`config.mk`:
```
export PLATFORM = sky130hd
export DESIGN_NAME = imm_extend_pipe
export DESIGN_NICKNAME = d
export VERILOG_FILES = /design/src/rtl/imm_extend_pipe.sv
export SDC_FILE = /design/constraint.sdc
export NUM_CORES = 1
export LEC_CHECK = 0
export CAP_MARGIN = 5
export CORE_ASPECT_RATIO = 1.4
export CORE_MARGIN = 2
export CORE_UTILIZATION = 43
export CTS_CLUSTER_SIZE = 24
export DETAILED_ROUTE_END_ITERATION = 10
export PLACE_DENSITY = 0.76
export SYNTH_ARGS = -nofsm -noshare
export SYNTH_HDL_FRONTEND = slang
export SYNTH_SLANG_ARGS = --single-unit
```
`constraint.sdc`:
```
create_clock -name Clk -period 1.4 [get_ports Clk]
set_input_delay 0.21 -clock Clk [delete_from_list [all_inputs] [get_ports Clk]]
set_output_delay 0.21 -clock Clk [all_outputs]
set_load 0.005 [all_outputs]
```
`src/rtl/imm_extend_pipe.sv`:
```
// LC-3 immediate field extraction/extension stage with a registered output and a
// one-entry skid register, so upstream stalls never depend combinationally on out_ready.
module imm_extend_pipe #(
  parameter int IR_W   = 16,
  parameter int DATA_W = 16
) (
  input  logic              Clk,
  input  logic              Reset,
  input  logic              in_valid,
  output logic              in_ready,
  input  logic [IR_W-1:0]   in_ir,
  input  logic [2:0]        in_mode,
  input  logic              in_shl,
  output logic              out_valid,
  input  logic              out_ready,
  output logic [DATA_W-1:0] out_data,
  output logic              out_err
);

  localparam logic [2:0] MODE_IMM5  = 3'd0;
  localparam logic [2:0] MODE_OFF6  = 3'd1;
  localparam logic [2:0] MODE_OFF9  = 3'd2;
  localparam logic [2:0] MODE_OFF11 = 3'd3;
  localparam logic [2:0] MODE_TRAP8 = 3'd4;

  logic [DATA_W-1:0] ext;
  logic [DATA_W-1:0] new_data;
  logic              new_err;

  logic              or_valid_reg;
  logic [DATA_W-1:0] or_data_reg;
  logic              or_err_reg;
  logic              sk_valid_reg;
  logic [DATA_W-1:0] sk_data_reg;
  logic              sk_err_reg;

  logic acc;
  logic ret;

  // Field select and extension; bits of in_ir above the chosen field never reach ext.
  always_comb begin
    ext     = '0;
    new_err = 1'b0;
    case (in_mode)
      MODE_IMM5:  ext = {{(DATA_W-5){in_ir[4]}},   in_ir[4:0]};
      MODE_OFF6:  ext = {{(DATA_W-6){in_ir[5]}},   in_ir[5:0]};
      MODE_OFF9:  ext = {{(DATA_W-9){in_ir[8]}},   in_ir[8:0]};
      MODE_OFF11: ext = {{(DATA_W-11){in_ir[10]}}, in_ir[10:0]};
      MODE_TRAP8: ext = {{(DATA_W-8){1'b0}},       in_ir[7:0]};
      default:    new_err = 1'b1;
    endcase
  end

  // Shift drops the MSB of ext; reserved modes force zero regardless of in_shl.
  always_comb begin
    new_data = '0;
    if (!new_err) begin
      new_data = in_shl ? {ext[DATA_W-2:0], 1'b0} : ext;
    end
  end

  assign in_ready  = ~sk_valid_reg;
  assign out_valid = or_valid_reg;
  assign out_data  = or_data_reg;
  assign out_err   = or_err_reg;

  assign acc = in_valid & in_ready;
  assign ret = or_valid_reg & out_ready;

  always_ff @(posedge Clk) begin
    if (Reset) begin
      or_valid_reg <= 1'b0;
      or_data_reg  <= '0;
      or_err_reg   <= 1'b0;
      sk_valid_reg <= 1'b0;
      sk_data_reg  <= '0;
      sk_err_reg   <= 1'b0;
    end else if (!or_valid_reg || ret) begin
      // Output slot is free this cycle: the skid entry is older, so it goes first.
      if (sk_valid_reg) begin
        or_valid_reg <= 1'b1;
        or_data_reg  <= sk_data_reg;
        or_err_reg   <= sk_err_reg;
        sk_valid_reg <= 1'b0;
      end else if (acc) begin
        or_valid_reg <= 1'b1;
        or_data_reg  <= new_data;
        or_err_reg   <= new_err;
      end else begin
        or_valid_reg <= 1'b0;
      end
    end else if (acc) begin
      sk_valid_reg <= 1'b1;
      sk_data_reg  <= new_data;
      sk_err_reg   <= new_err;
    end
  end

endmodule

```
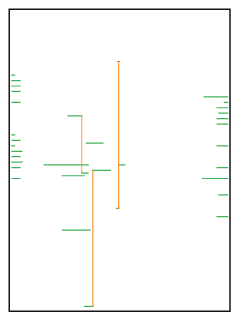
Figure 1: run 1, routed metal, one color a layer.
Scale: 4 px per um. Two of the layers only.
- orange: metal 4 (wire length 85.0 um)
- green: metal 3 (wire length 98.0 um)

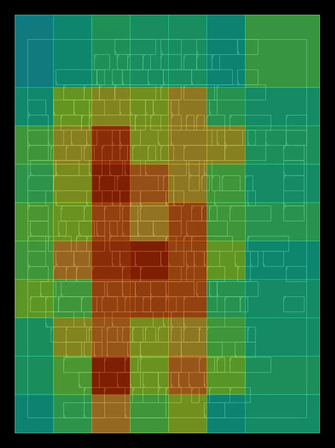
Figure 2: run 1, routing congestion map.
met2 track demand over resource in global routing: 32.8%
grt met1 use: 29.1%
GR Util met3: 1.19%

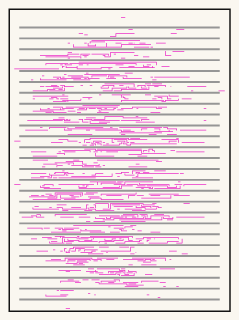
Figure 3: run 1, the metal 1 layer.
Scale: 4 px per um. Supply wires on this layer in gray.
- main direction: horizontal
- longest straight run: 19.3 um
- share of all routed wire: 46%
- wire length on this layer: 1,740 um

==> reports/metrics.json, run 1 <==
{
  "status": "finished, final reports clean",
  "synthFlopType": "dfxtp_1",
  "design_area_um2": 2220,
  "insertedDiodeCount": 0,
  "timing.critical_path.required_ns": 1.61,
  "grt_start_max_net_pins": 27,
  "report.final.hold_viol_count": 0,
  "synth-seq-cells": 28,
  "most_frequently_placed_logic_cell_in_the_final_layout": "clkdlybuf4s50_1",
  "logic_area_um2": 916,
  "power_density_nw_per_um2": 804,
  "post_route_total_power_mw": 1.79,
  "detailed_route_wl_um": 3770,
  "grt_pass1_vias": 1397,
  "most-common-layout-cells": "29 x clkdlybuf4s50_1, 28 x buf_4, 27 x dfxtp_1",
  "worstSetupEndpointType": "flip-flop",
  "post-synth-top-area-fraction_pct": 36.1,
  "initial_utilization_pct": 45.5,
  "maxCapViolCount": 0,
  "synth_async_sr_flop_share_pct": 0,
  "placed_area_um2": 2100,
  "synthesis.area_um2": 1550,
  "timing.clock.skew_ns": 0.00460,
  "avgSynthCellArea_um2": 8.39,
  "synthTopCellsByArea": "dfxtp_1 36%, a21oi_1 7.4%, mux2i_1 5.2%",
  "synth.lib_cells_used.distinct": 39,
  "fmax_mhz": 727,
  "start_kind": "input pin"
}
[run 1: where the power goes]
part           switching, mW  internal (mW)  total, mW
registers             0.0212          0.836      0.857
logic                  0.218          0.270      0.489
clock network          0.246          0.194      0.439
[run 1: logic make-up (layout without fill, tap and decap cells)]
logic type	Yosys count	count (layout)	share of synthesized area, %
flip-flops	28	28	36.1
multiplexers	11	11	9.02
AND-OR/OR-AND	53	53	24.1
AND/OR/NAND/NOR	69	69	21.8
buffers and inverters	23	76	8.30
adder cells (fa/ha/maj)	1	1	0.645
[run 1: cell type report]
class | instances | area share, %
multi-input cells | 134 | 41.3
repair buffers | 69 | 28.5
flip-flops and latches | 28 | 25.4
well taps | 40 | 2.25
clock buffers | 3 | 1.86
inverters | 4 | 0.676
[run 1: layer usage]
metal	vias to the layer above	part of all wire [%]
met5	-	0
li1	781	-
met4	0	2.3
met1	709	46
met3	7	2.6
met2	40	49
[run 1: path summary, 6_finish.rpt]
kind	start	end	slack [ns]	cells after the start
max reg2reg	out_valid	sk_data_reg[2]	0.09	5
max	out_ready	sk_data_reg[2]	0.02	6
min	sk_data_reg[1]	sk_data_reg[1]	0.46	2
min reg2reg	sk_data_reg[1]	sk_data_reg[1]	0.46	2
[run 1: worst max-delay path, stage by stage]
cell and delay [ns]:
clkdlybuf4s50_1 0.38, nand2b_1 0.17, nand3b_1 0.17, buf_4 0.17, or3_1 0.35, a21oi_1 0.12
[run 1: stage by stage]
| stage | worst slack (ns) | hold WS [ns] | std cells |
|---|---|---|---|
| final | 0.0246 | 0.461 | 278 |
| after global routing | -0.00746 | 0.481 | 278 |
| after CTS | -0.0559 | 0.464 | 277 |
| after detailed placement | -0.511 | 0.451 | 273 |
| after global placement | -0.575 | 0.443 | 273 |
| after floorplan | 0.109 | 0.374 | 185 |
==> run 2, diff against run 1 <==
--- a/config.mk
+++ b/config.mk
@@ -12,6 +12,7 @@
 export CTS_CLUSTER_SIZE = 24
 export DETAILED_ROUTE_END_ITERATION = 10
 export PLACE_DENSITY = 0.76
+export SLEW_MARGIN = 20
 export SYNTH_ARGS = -nofsm -noshare
 export SYNTH_HDL_FRONTEND = slang
 export SYNTH_SLANG_ARGS = --single-unit
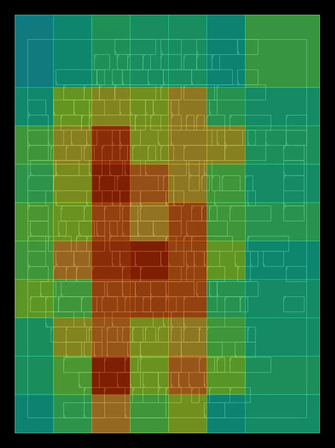
Figure 4: run 2, routing congestion map.
post-detailed-route wirelength per cell: 13.6 um
Core Util, Final: 65.1%
grt peak-use layer: met2

==> run 2 against run 1 <==
Setup slack unchanged. Synthesized area unchanged. Critical path type unchanged. Global-route usage unchanged.
==> reports/metrics.json, run 2 <==
{
  "wl_met3_um": 97,
  "wl_met2_um": 1840,
  "synth_compound_gate_area_share_pct": 24.1,
  "timing.critical_path.required_ns": 1.61,
  "timing.clock.skew_ns": 0.00460,
  "power_density_nw_per_um2": 804,
  "sequential_power_share_pct": 48.0,
  "synth_async_sr_flop_share_pct": 0,
  "report.final.hold_viol_count": 0,
  "met1Wirelength_um": 1740,
  "final_cell_count_no_fill": 278,
  "worstHoldStart": "sk_data_reg[1]",
  "synthFlopType": "dfxtp_1",
  "status": "finished, final reports clean",
  "p_clk_share_pct": 24.6,
  "r2r-start": "out_valid",
  "simple_gate_area_share_pct": 21.8,
  "pwr-share-comb_pct": 27.4,
  "whs_endpoint": "sk_data_reg[1]",
  "r2r.worst_path.cells": 5,
  "grt.met1_usage_pct": 29.1,
  "synthMuxAreaShare_pct": 9.02,
  "groute.layer.met2.usage_pct": 32.8,
  "synth-seq-cells": 28,
  "insertedDiodeCount": 0,
  "slack_of_the_critical_path_ns": 0.0246,
  "avgSynthCellArea_um2": 8.39,
  "timing.hold.worst_path_depth": 2,
  "most_frequently_placed_logic_cell_in_the_final_layout": "clkdlybuf4s50_1",
  "most-common-layout-cells": "29 x clkdlybuf4s50_1, 28 x buf_4, 27 x dfxtp_1",
  "post_synth_xor_area_fraction_pct": 0,
  "crit-reg2reg-capture": "sk_data_reg[2]",
  "logic_area_um2": 916,
  "maxCapViolCount": 0,
  "initial_utilization_pct": 45.5,
  "worstSetupEndpointType": "flip-flop",
  "final.hold.worst_slack_ns": 0.461,
  "design_area_um2": 2220,
  "post-synth-top-area-fraction_pct": 36.1,
  "synth.cellmix.adderShare_pct": 0.645
}
-- run 2: cell counts after synthesis --
No cell type changed its count.
-- run 2: what timing repair did --
| item | in CTS | in global routing |
|---|---|---|
| gates cloned | 0 | 1 |
| buffers inserted | 1 | 0 |
| resized | 14 | 11 |
| endpoints found under the setup margin | 29 | 19 |
| pin swaps | 1 | 6 |
| hold buffers | 0 | 0 |
-- run 2: stage by stage --
| step | total power [mW] | setup TNS, ns |
|---|---|---|
| final | 1.79 | 0 |
| after global routing | 1.87 | -0.0239 |
| after CTS | 1.78 | -0.0559 |
| after detailed placement | 1.34 | -9.42 |
| after global placement | 1.33 | -8.80 |
| after floorplan | 1.11 | 0 |
-- run 2: how the worst max path moves through the flow --
stage | cells past startpoint | end | from | slack (ns)
finish | 6 | sk_data_reg[2] | out_ready | 0.02
detailed placement | 5 | out_data[10] | in_shl | -0.51
CTS | 5 | out_data[10] | in_ir[10] | -0.06
global route | 6 | sk_data_reg[1] | out_ready | -0.007
global placement | 7 | out_data[9] | in_mode[1] | -0.58
floorplan | 4 | out_data[10] | in_shl | 0.11
-- run 2: cells by family after synthesis --
kind of cell	Yosys count
flip-flops	28
AND-OR/OR-AND	53
buffers and inverters	23
multiplexers	11
AND/OR/NAND/NOR	69
adder cells (fa/ha/maj)	1
-- run 2: layout make-up --
type,count,area share (%)
clock buffer,3,1.86
inverter,4,0.676
multi-input combinational,134,41.3
sequential,28,25.4
tap,40,2.25
timing repair buffer,69,28.5
-- run 2: worst max-delay path, cell delays in order --
cell	delay [ns]
clkdlybuf4s50_1	0.38
nand2b_1	0.17
nand3b_1	0.17
buf_4	0.17
or3_1	0.35
a21oi_1	0.12
Figure 5. Gate-type map (run 2).
Scale: 6 px per um.
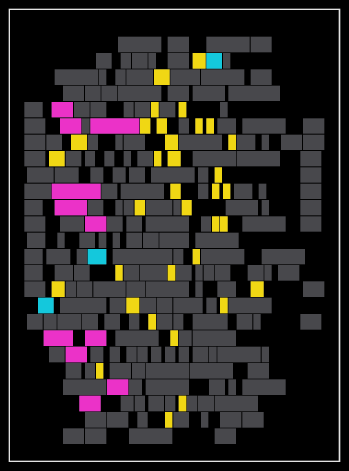

==> run 3, diff against run 2 <==
--- a/config.mk
+++ b/config.mk
@@ -6,12 +6,13 @@
 export NUM_CORES = 1
 export LEC_CHECK = 0
 export CAP_MARGIN = 5
+export CELL_PAD_IN_SITES_DETAIL_PLACEMENT = 1
+export CELL_PAD_IN_SITES_GLOBAL_PLACEMENT = 2
 export CORE_ASPECT_RATIO = 1.4
 export CORE_MARGIN = 2
-export CORE_UTILIZATION = 43
-export CTS_CLUSTER_SIZE = 24
+export CORE_UTILIZATION = 24
 export DETAILED_ROUTE_END_ITERATION = 10
-export PLACE_DENSITY = 0.76
+export PLACE_DENSITY_LB_ADDON = 0.1
 export SLEW_MARGIN = 20
 export SYNTH_ARGS = -nofsm -noshare
 export SYNTH_HDL_FRONTEND = slang
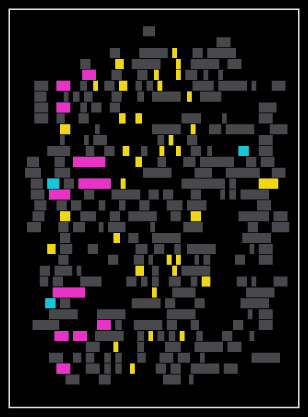
Figure 6: run 3, gate-type map.
Scale: 4 px per um.
- magenta: mux cells (cells 11; most used mux2i_1)
- yellow: nand cells (cells 34; most used nand2_1)
- cyan: non-inverting ao/oa cells (cells 3; most used o21a_1)

==> run 3 against run 2 <==
Via count increased by 3.1%. Synthesized cell count unchanged. Cell count increased by 15%. Sequential power about the same. Combinational power increased by 7.2%. Clock power increased by 48%. Critical path type is now flip-flop to flip-flop. Largest cell class unchanged.
==> reports/metrics.json, run 3 <==
{
  "status": "finished, final reports clean",
  "fmax_mhz": 733,
  "post_detailed_route_wirelength_per_cell_um": 15.4,
  "topRoutingLayerUsed": "met4",
  "worstHoldStart": "out_ready",
  "most-common-layout-cells": "35 x buf_4, 25 x clkdlybuf4s50_1, 25 x dfxtp_1",
  "maxCapViolCount": 0,
  "design_area_um2": 2390,
  "groute.layer.met2.usage_pct": 23.6,
  "timing.clock.skew_ns": 0.00897,
  "detailed_route_wl_um": 4930,
  "synthFlopType": "dfxtp_1",
  "critical_path.max_stage_delay_ns": 0.38,
  "r2r_setup_slack_ns": 0.04,
  "cp_cell_sequence": "nand2b_4 -> nand3b_1 -> buf_6 -> or3_4 -> a21oi_2",
  "synth.lib_cells_used.distinct": 39,
  "initial_utilization_pct": 24.8,
  "critical_path_buffers_and_inverters": 1,
  "post-synth-top-area-fraction_pct": 36.1,
  "avgSynthCellArea_um2": 8.39,
  "grt_start_max_net_pins": 26,
  "power_density_nw_per_um2": 849,
  "met1Wirelength_um": 2230,
  "fin_setup_tns_ns": 0,
  "path_delay_family": "simple AND/OR/NAND/NOR gates",
  "insertedDiodeCount": 0,
  "timing.hold.worst_path_depth": 3,
  "r2r-start": "out_valid",
  "synthesis.area_um2": 1550,
  "wl_met2_um": 2450,
  "grtUsageMet3_pct": 1.01,
  "grt_pass1_vias": 1571,
  "most_frequently_placed_logic_cell_in_the_final_layout": "buf_4",
  "start_kind": "flip-flop",
  "logic_area_um2": 933,
  "grt-busiest-layer": "met2",
  "whs_endpoint": "sk_valid_reg",
  "crit-reg2reg-capture": "sk_data_reg[1]",
  "r2r.worst_path.cells": 5
}
run 3: cell counts after synthesis:
No cell type changed its count.
run 3: worst max-delay path by stage:
stage	start	to	slack [ns]	depth (start not counted)
finish	out_valid	sk_data_reg[1]	0.04	5
global placement	in_mode[0]	out_data[9]	-0.71	6
global route	out_valid	sk_data_reg[1]	-0.03	5
CTS	out_data[14]	out_data[13]	0.0006	1
detailed placement	in_mode[0]	out_data[9]	-0.72	6
floorplan	in_shl	out_data[10]	0.11	4
run 3: final cells by class:
cell class,instances,share of cell area (%)
Multi-Input combinational cell,134,39.0
Timing Repair Buffer,78,29.8
Sequential cell,28,23.8
Tap cell,72,3.76
Clock buffer,3,1.72
Clock inverter,1,1.25
Inverter,4,0.731
run 3: what timing repair did:
item	in CTS	in global routing
endpoints found under the setup margin	30	14
cloned	0	1
setup buffers	2	3
pin swaps	3	5
resized	25	16
run 3: cell families (layout without fill, tap and decap cells):
group / count (synthesis) / in the layout / synth area share (%)
AND/OR/NAND/NOR: 69 / 69 / 21.8
AND-OR/OR-AND: 53 / 53 / 24.1
flip-flops: 28 / 28 / 36.1
buffers and inverters: 23 / 86 / 8.30
multiplexers: 11 / 11 / 9.02
adder cells (fa/ha/maj): 1 / 1 / 0.645
run 3: stage by stage:
stage                     instances  hold WS (ns)  setup WS (ns)  power [mW]
after global placement          310         0.441         -0.708        1.36
final                           320         0.246         0.0365        2.03
after CTS                       316         0.465       0.000561        2.04
after floorplan                 185         0.374          0.109        1.11
after global routing            320         0.280        -0.0299        2.11
after detailed placement        310         0.450         -0.720        1.38
run 3: where the power goes:
part           switching [mW]  leakage, nW  internal, mW
Sequential             0.0228        0.231         0.835
Combinational           0.234        0.660         0.289
Clock                   0.267       0.0357         0.383
Power figures rest on the tool's default switching activity, not on a simulated workload.
